### src/rtl/xadc_sample_sequencer_if.sv
// Signal bundle between the XADC wizard, the sample sequencer and the FIR filter.
// The master modport is the sequencer; the slave modport is the XADC/filter side.
interface xadc_sample_sequencer_if;
  logic        en;
  logic        err_clr;
  logic        eoc_in;
  logic        drdy_in;
  logic [15:0] do_in;
  logic        den_out;
  logic [6:0]  daddr_out;
  logic [7:0]  sample_out;
  logic        sample_valid;
  logic [15:0] sample_count;
  logic        timeout_err;
  logic        overrun_err;

  modport master (
    input  en, err_clr, eoc_in, drdy_in, do_in,
    output den_out, daddr_out, sample_out, sample_valid, sample_count,
           timeout_err, overrun_err
  );

  modport slave (
    output en, err_clr, eoc_in, drdy_in, do_in,
    input  den_out, daddr_out, sample_out, sample_valid, sample_count,
           timeout_err, overrun_err
  );
endinterface

### src/rtl/xadc_sample_sequencer.sv
// Issues one DRP read per XADC end-of-conversion, captures the upper result byte,
// decimates and optionally converts it to two's complement for the FIR filter.
module xadc_sample_sequencer #(
  parameter logic [6:0]  ADDR       = 7'h16,
  parameter int unsigned TIMEOUT    = 15,
  parameter int unsigned DECIM      = 1,
  parameter bit          SIGNED_OUT = 1'b1
) (
  input  logic                          clk,
  input  logic                          rst,
  xadc_sample_sequencer_if.master       bus
);

  localparam logic [1:0] IDLE = 2'd0;
  localparam logic [1:0] REQ  = 2'd1;
  localparam logic [1:0] WAIT = 2'd2;

  localparam logic [7:0] TMO_LAST = 8'(TIMEOUT - 1);
  localparam logic [7:0] DEC_LAST = 8'(DECIM - 1);

  logic [1:0]  state_q, state_d;
  logic [7:0]  timer_q, timer_d;
  logic [7:0]  dec_cnt_q, dec_cnt_d;
  logic        den_q, den_d;
  logic [7:0]  sample_q, sample_d;
  logic        sample_valid_q, sample_valid_d;
  logic [15:0] sample_count_q, sample_count_d;
  logic        timeout_err_q, timeout_err_d;
  logic        overrun_err_q, overrun_err_d;

  logic [7:0]  cap_byte;
  logic        tmo_ev;
  logic        ovr_ev;
  logic        unused_do_lo;

  assign unused_do_lo = ^bus.do_in[7:0];

  always_comb begin
    state_d        = state_q;
    timer_d        = timer_q;
    dec_cnt_d      = dec_cnt_q;
    sample_d       = sample_q;
    sample_valid_d = 1'b0;
    sample_count_d = sample_count_q;
    tmo_ev         = 1'b0;
    ovr_ev         = bus.eoc_in && (state_q != IDLE);
    cap_byte       = bus.do_in[15:8] ^ {SIGNED_OUT, 7'b0};

    case (state_q)
      IDLE: begin
        if (bus.eoc_in && bus.en) state_d = REQ;
      end
      REQ: begin
        state_d = WAIT;
        timer_d = '0;
      end
      WAIT: begin
        // drdy is checked before the timer, so a result arriving on the last
        // permitted cycle is still captured.
        if (bus.drdy_in) begin
          state_d = IDLE;
          if (dec_cnt_q == DEC_LAST) begin
            sample_d       = cap_byte;
            sample_valid_d = 1'b1;
            sample_count_d = sample_count_q + 16'd1;
            dec_cnt_d      = '0;
          end else begin
            dec_cnt_d = dec_cnt_q + 8'd1;
          end
        end else if (timer_q == TMO_LAST) begin
          tmo_ev  = 1'b1;
          state_d = IDLE;
        end else begin
          timer_d = timer_q + 8'd1;
        end
      end
      default: state_d = IDLE;
    endcase

    den_d         = (state_d == REQ);
    timeout_err_d = (timeout_err_q & ~bus.err_clr) | tmo_ev;
    overrun_err_d = (overrun_err_q & ~bus.err_clr) | ovr_ev;
  end

  always_ff @(posedge clk) begin
    if (rst) begin
      state_q        <= IDLE;
      timer_q        <= '0;
      dec_cnt_q      <= '0;
      den_q          <= 1'b0;
      sample_q       <= '0;
      sample_valid_q <= 1'b0;
      sample_count_q <= '0;
      timeout_err_q  <= 1'b0;
      overrun_err_q  <= 1'b0;
    end else begin
      state_q        <= state_d;
      timer_q        <= timer_d;
      dec_cnt_q      <= dec_cnt_d;
      den_q          <= den_d;
      sample_q       <= sample_d;
      sample_valid_q <= sample_valid_d;
      sample_count_q <= sample_count_d;
      timeout_err_q  <= timeout_err_d;
      overrun_err_q  <= overrun_err_d;
    end
  end

  assign bus.den_out      = den_q;
  assign bus.daddr_out    = ADDR;
  assign bus.sample_out   = sample_q;
  assign bus.sample_valid = sample_valid_q;
  assign bus.sample_count = sample_count_q;
  assign bus.timeout_err  = timeout_err_q;
  assign bus.overrun_err  = overrun_err_q;

endmodule

### src/flat_wrapper.sv
// flat-port wrapper written by rule: the top's interface ports become plain ports
module xadc_sample_sequencer_flat 
#(
  parameter logic [6:0]  ADDR       = 7'h16,
  parameter int unsigned TIMEOUT    = 15,
  parameter int unsigned DECIM      = 1,
  parameter bit          SIGNED_OUT = 1'b1
)
  (clk, rst, bus_en, bus_err_clr, bus_eoc_in, bus_drdy_in, bus_do_in, bus_den_out, bus_daddr_out, bus_sample_out, bus_sample_valid, bus_sample_count, bus_timeout_err, bus_overrun_err);
  xadc_sample_sequencer_if bus_i ();
  input  logic clk;
  input  logic rst;
  input wire logic [$bits(bus_i.en)-1:0] bus_en;
  input wire logic [$bits(bus_i.err_clr)-1:0] bus_err_clr;
  input wire logic [$bits(bus_i.eoc_in)-1:0] bus_eoc_in;
  input wire logic [$bits(bus_i.drdy_in)-1:0] bus_drdy_in;
  input wire logic [$bits(bus_i.do_in)-1:0] bus_do_in;
  output wire logic [$bits(bus_i.den_out)-1:0] bus_den_out;
  output wire logic [$bits(bus_i.daddr_out)-1:0] bus_daddr_out;
  output wire logic [$bits(bus_i.sample_out)-1:0] bus_sample_out;
  output wire logic [$bits(bus_i.sample_valid)-1:0] bus_sample_valid;
  output wire logic [$bits(bus_i.sample_count)-1:0] bus_sample_count;
  output wire logic [$bits(bus_i.timeout_err)-1:0] bus_timeout_err;
  output wire logic [$bits(bus_i.overrun_err)-1:0] bus_overrun_err;
  assign bus_i.en = bus_en;
  assign bus_i.err_clr = bus_err_clr;
  assign bus_i.eoc_in = bus_eoc_in;
  assign bus_i.drdy_in = bus_drdy_in;
  assign bus_i.do_in = bus_do_in;
  assign bus_den_out = bus_i.den_out;
  assign bus_daddr_out = bus_i.daddr_out;
  assign bus_sample_out = bus_i.sample_out;
  assign bus_sample_valid = bus_i.sample_valid;
  assign bus_sample_count = bus_i.sample_count;
  assign bus_timeout_err = bus_i.timeout_err;
  assign bus_overrun_err = bus_i.overrun_err;
  xadc_sample_sequencer #(.ADDR(ADDR), .TIMEOUT(TIMEOUT), .DECIM(DECIM), .SIGNED_OUT(SIGNED_OUT)) u_core (.clk(clk), .rst(rst), .bus(bus_i));
endmodule
### config.mk
export PLATFORM = sky130hd
export DESIGN_NAME = xadc_sample_sequencer_flat
export DESIGN_NICKNAME = d
export VERILOG_FILES = /design/src/rtl/xadc_sample_sequencer_if.sv /design/src/rtl/xadc_sample_sequencer.sv /design/src/flat_wrapper.sv
export SDC_FILE = /design/constraint.sdc
export NUM_CORES = 1
export LEC_CHECK = 0
export CAP_MARGIN = 20
export CORE_ASPECT_RATIO = 1.4
export CORE_MARGIN = 1.5
export CORE_UTILIZATION = 52
export CTS_CLUSTER_DIAMETER = 80
export DETAILED_ROUTE_END_ITERATION = 7
export PLACE_DENSITY = 0.85
export SYNTH_ARGS = -nofsm -noshare
export SYNTH_HDL_FRONTEND = slang
export SYNTH_SLANG_ARGS = --single-unit
### constraint.sdc
create_clock -name clk -period 6 [get_ports clk]
set_clock_uncertainty 0.2 [all_clocks]
set_input_delay 0.9 -clock clk [delete_from_list [all_inputs] [get_ports clk]]
set_output_delay 0.9 -clock clk [all_outputs]
set_load 0.005 [all_outputs]
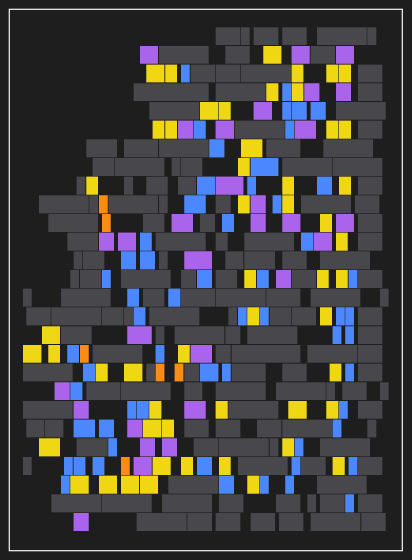
Fig. 1. Selected gate families.
- inv cells: orange (cells 6; most used inv_1)
- and/or cells: purple (cells 30; most used or3_1)
- nand cells: blue (cells 58; most used nand2_1; where all over the die)
- aoi and oai cells: yellow (cells 52; most used a21oi_1; where all over the die)
combinational share of cell area: 41.8%
most instantiated logic cell after routing: dfxtp_1

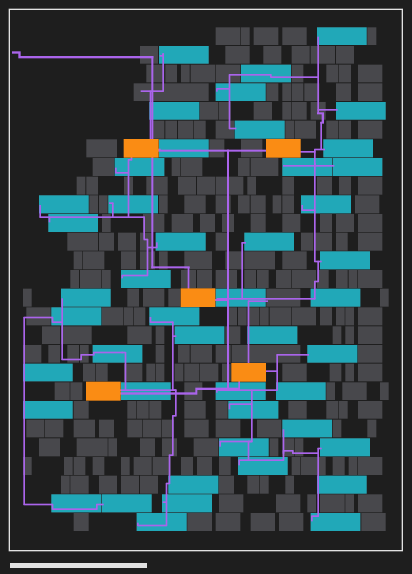
Fig. 2. Clock distribution.
Scale bar: 20 um.
- flip-flops: cyan (count 46)
- clock wires: purple (length 527 um)
- clock-net drivers: orange (count 5)
- routed clock nets: 6
P_clk: 0.233 mW
clock latency on the worst-skew pair: 0.30 ns
clock power share: 40.7%

==> flow_summary.toml <==
# flow metrics
[clock_network]
cts-resized-gates = 0
cts_buffer_depth = 2
ctsHtreeMaxLevel = 2
cts_sinks = 46
path_clk_slew_ns = 0.08
ctsRootBufferMaster = "clkbuf_8"
tritoncts = "built"
cts_buffers = 5
post_cts_buffers = 0
holdBufCountCts = 0

[sta]
min_period_over_period_pct = 53.1
fin_tns_setup_ns = 0
fin_hold_ws_ns = 0.259
rsz0062_at_grt = "no"
drv_slew = 0
min_period_ns = 3.19
hold_viol_final = 0
max-slew-margin-rel_pct = 58.7
setup_viol = 0
worst_slew_pin_slew_ns = 0.618
clock.fmax_mhz = 314
setup_ws_ns = 2.81

[power_and_ir_drop]
power_mw = 0.573
p_comb_share_pct = 5.3
seqPwrFrac_pct = 54.1
p_comb_mw = 0.0304
maxPowerGroup = "sequential cells"
switching_share_pct = 20.2
peakVddDrop_mv = 0.204
power.internal_mw = 0.457
p_switching_mw = 0.116
seq_power_mw = 0.310
powerDensity_nw_per_um2 = 215
leakagePower_nw = 0.903

[logic_synthesis]
synth_area_per_cell_um2 = 8.49
yosys.cell_count.top_type = "dfxtp_1"
synth-main-ff-cell = "dfxtp_1"
synth_flop_count = 46
area_leaders = "dfxtp_1 43%, a21oi_1 5.7%, nand2_1 5.1%, nand3_1 3.3%, ha_1 2.9%"
synthesis.area_um2 = 2120
ys_chip_area_um2 = 2120
top_area_cell = "dfxtp_1"
synthTopCellsByCount = "46 x dfxtp_1, 29 x nand2_1, 24 x a21oi_1, 15 x nor2_1, 14 x nand3_1"
synth.distinct_cells = 42
synth_warnings = 0
top_area_share_pct = 43.4
yosysCellCount = 250
yosysSeqAreaShare_pct = 43.4
edf_count = 0
synth_cells = 250
async_flop_share_pct = 0

[floorplan]
core-area_um2 = 3920
die_w_um = 57.0
ios = 57
dieHeight_um = 78.6
rows = 27
chipArea_um2 = 4480
fp-utilization_pct = 54.2

[job]
warnings = 36
cap_violations = 0

[worst_setup_path]
crit_start = "bus_drdy_in"
crit_fanout = 17
timing.rr.end = "u_core.bus.sample_count[5]$_SDFFE_PP0P_"
crit_family = "simple AND/OR/NAND/NOR gates"
cp-end-kind = "flop"
r2r_cells = 4
max_stage_delay_ns = 0.66
cp.depth = 5
cp_data_arrival_time_ns = 3.22
r2r-start = "u_core.state_q[1]$_SDFF_PP0_"
cp_data_required_time_ns = 6.03
crit_path_end = "u_core.bus.sample_count[5]$_SDFFE_PP0P_"
cp_num_buf_inv = 1
path_class = "input port to flop"
path_cells = "clkdlybuf4s50_1, and3b_1, nand3_1, or4_1, a21oi_1"
critPathSlowestCell = "or4_1"
startpoint_type = "input port"
rrSetupSlack_ns = 3.50

[cells_and_area]
diodes = 0
synthToLayoutAreaGrowth_pct = 25.8
fillers = 346
final_cells = 333
drive_gt1_share_pct = 6.90
final_nets = 317
post-route-util_pct = 68.1
fin_area_um2 = 2670

[drt]
wl_per_cell_um = 13.2
vias = 1905
routed_wl_um = 4400
viasPerCell = 5.72
drcViolationCount = 0
first_iter_violations = 67
drtPass1Iterations = 4
antenna_left = 0

[place]
dpl-instance-area_um2 = 2560
numPortBuffers = 41
pre_cts_ws_ns = 2.52
dp_hpwl_um = 3230
dp_cells = 326
gp_congestion = 0.802

[global_routing]
grt_usage_pct = 20.7
grt_pass1_wl_um = 7450
grt_max_degree = 23
overflow = 0
antenna_found_initial = 0
grt_pass1_vias = 1774

[status]
status = "completed"

[min_path]
hold_path_depth = 2
hold_path.class = "flop to flop"
hold_path_end = "u_core.bus.sample_out[0]$_SDFFE_PP0P_"
hp-start = "u_core.bus.sample_out[0]$_SDFFE_PP0P_"
## cell families (layout without fill, tap and decap cells)
| logic type | after synthesis | count (layout) | share of synthesized area, % |
|---|---|---|---|
| adders and majority gates | 5 | 5 | 2.95 |
| AOI/OAI and AO/OA | 53 | 53 | 14.5 |
| xor gates and xnor gates | 10 | 10 | 4.13 |
| and+or+nand+nor | 113 | 113 | 29.7 |
| other | 2 | 7 | 0.354 |
| buffers and inverters | 21 | 56 | 5.01 |
| DFF | 46 | 46 | 43.4 |
## placed cells by master (no fill, tap or decap), drive strengths merged, types with 2 or more instances in the layout
cell,n
nand4,8
nand3b,2
dfxtp,46
nor2,15
ha,5
nand2b,2
buf,2
xor2,7
a21oi,24
or3b,2
and4,2
xnor2,3
o21ai,13
nand2,29
or3,13
or4,6
and2,3
nand3,14
clkbuf,6
o211ai,4
nor4,5
a21boi,2
nand4b,2
nor3b,3
o31ai,6
conb,7
inv,6
clkdlybuf4s50,41
and3,3
## area by class of cell
cell class	instances	area (um2)	area share, %
Clock buffer	6	82.6	3.09
Clock inverter	1	30.0	1.12
Multi-Input combinational cell	188	1110	41.8
Timing Repair Buffer	43	445	16.7
Tap cell	43	53.8	2.01
Sequential cell	46	921	34.5
Inverter	6	22.5	0.843
## routing by layer
| metal | up-vias | track usage, % | wire, um |
|---|---|---|---|
| met2 | 45 | 37.0 | 2290 |
| met4 | 0 | 7.91 | 79 |
| met5 | - | 0 | 0 |
| met1 | 886 | 23.2 | 1830 |
| li1 | 967 | - | - |
| met3 | 7 | 5.11 | 205 |
## flip-flops by register name, summed over array words and instances (netlist names), 2 cells and up
signal                   flops
u_core.bus.sample_out        8
u_core.dec_cnt_q             8
u_core.bus.sample_count     16
u_core.timer_q               8
u_core.state_q               2
Power figures rest on the tool's default switching activity, not on a simulated workload.
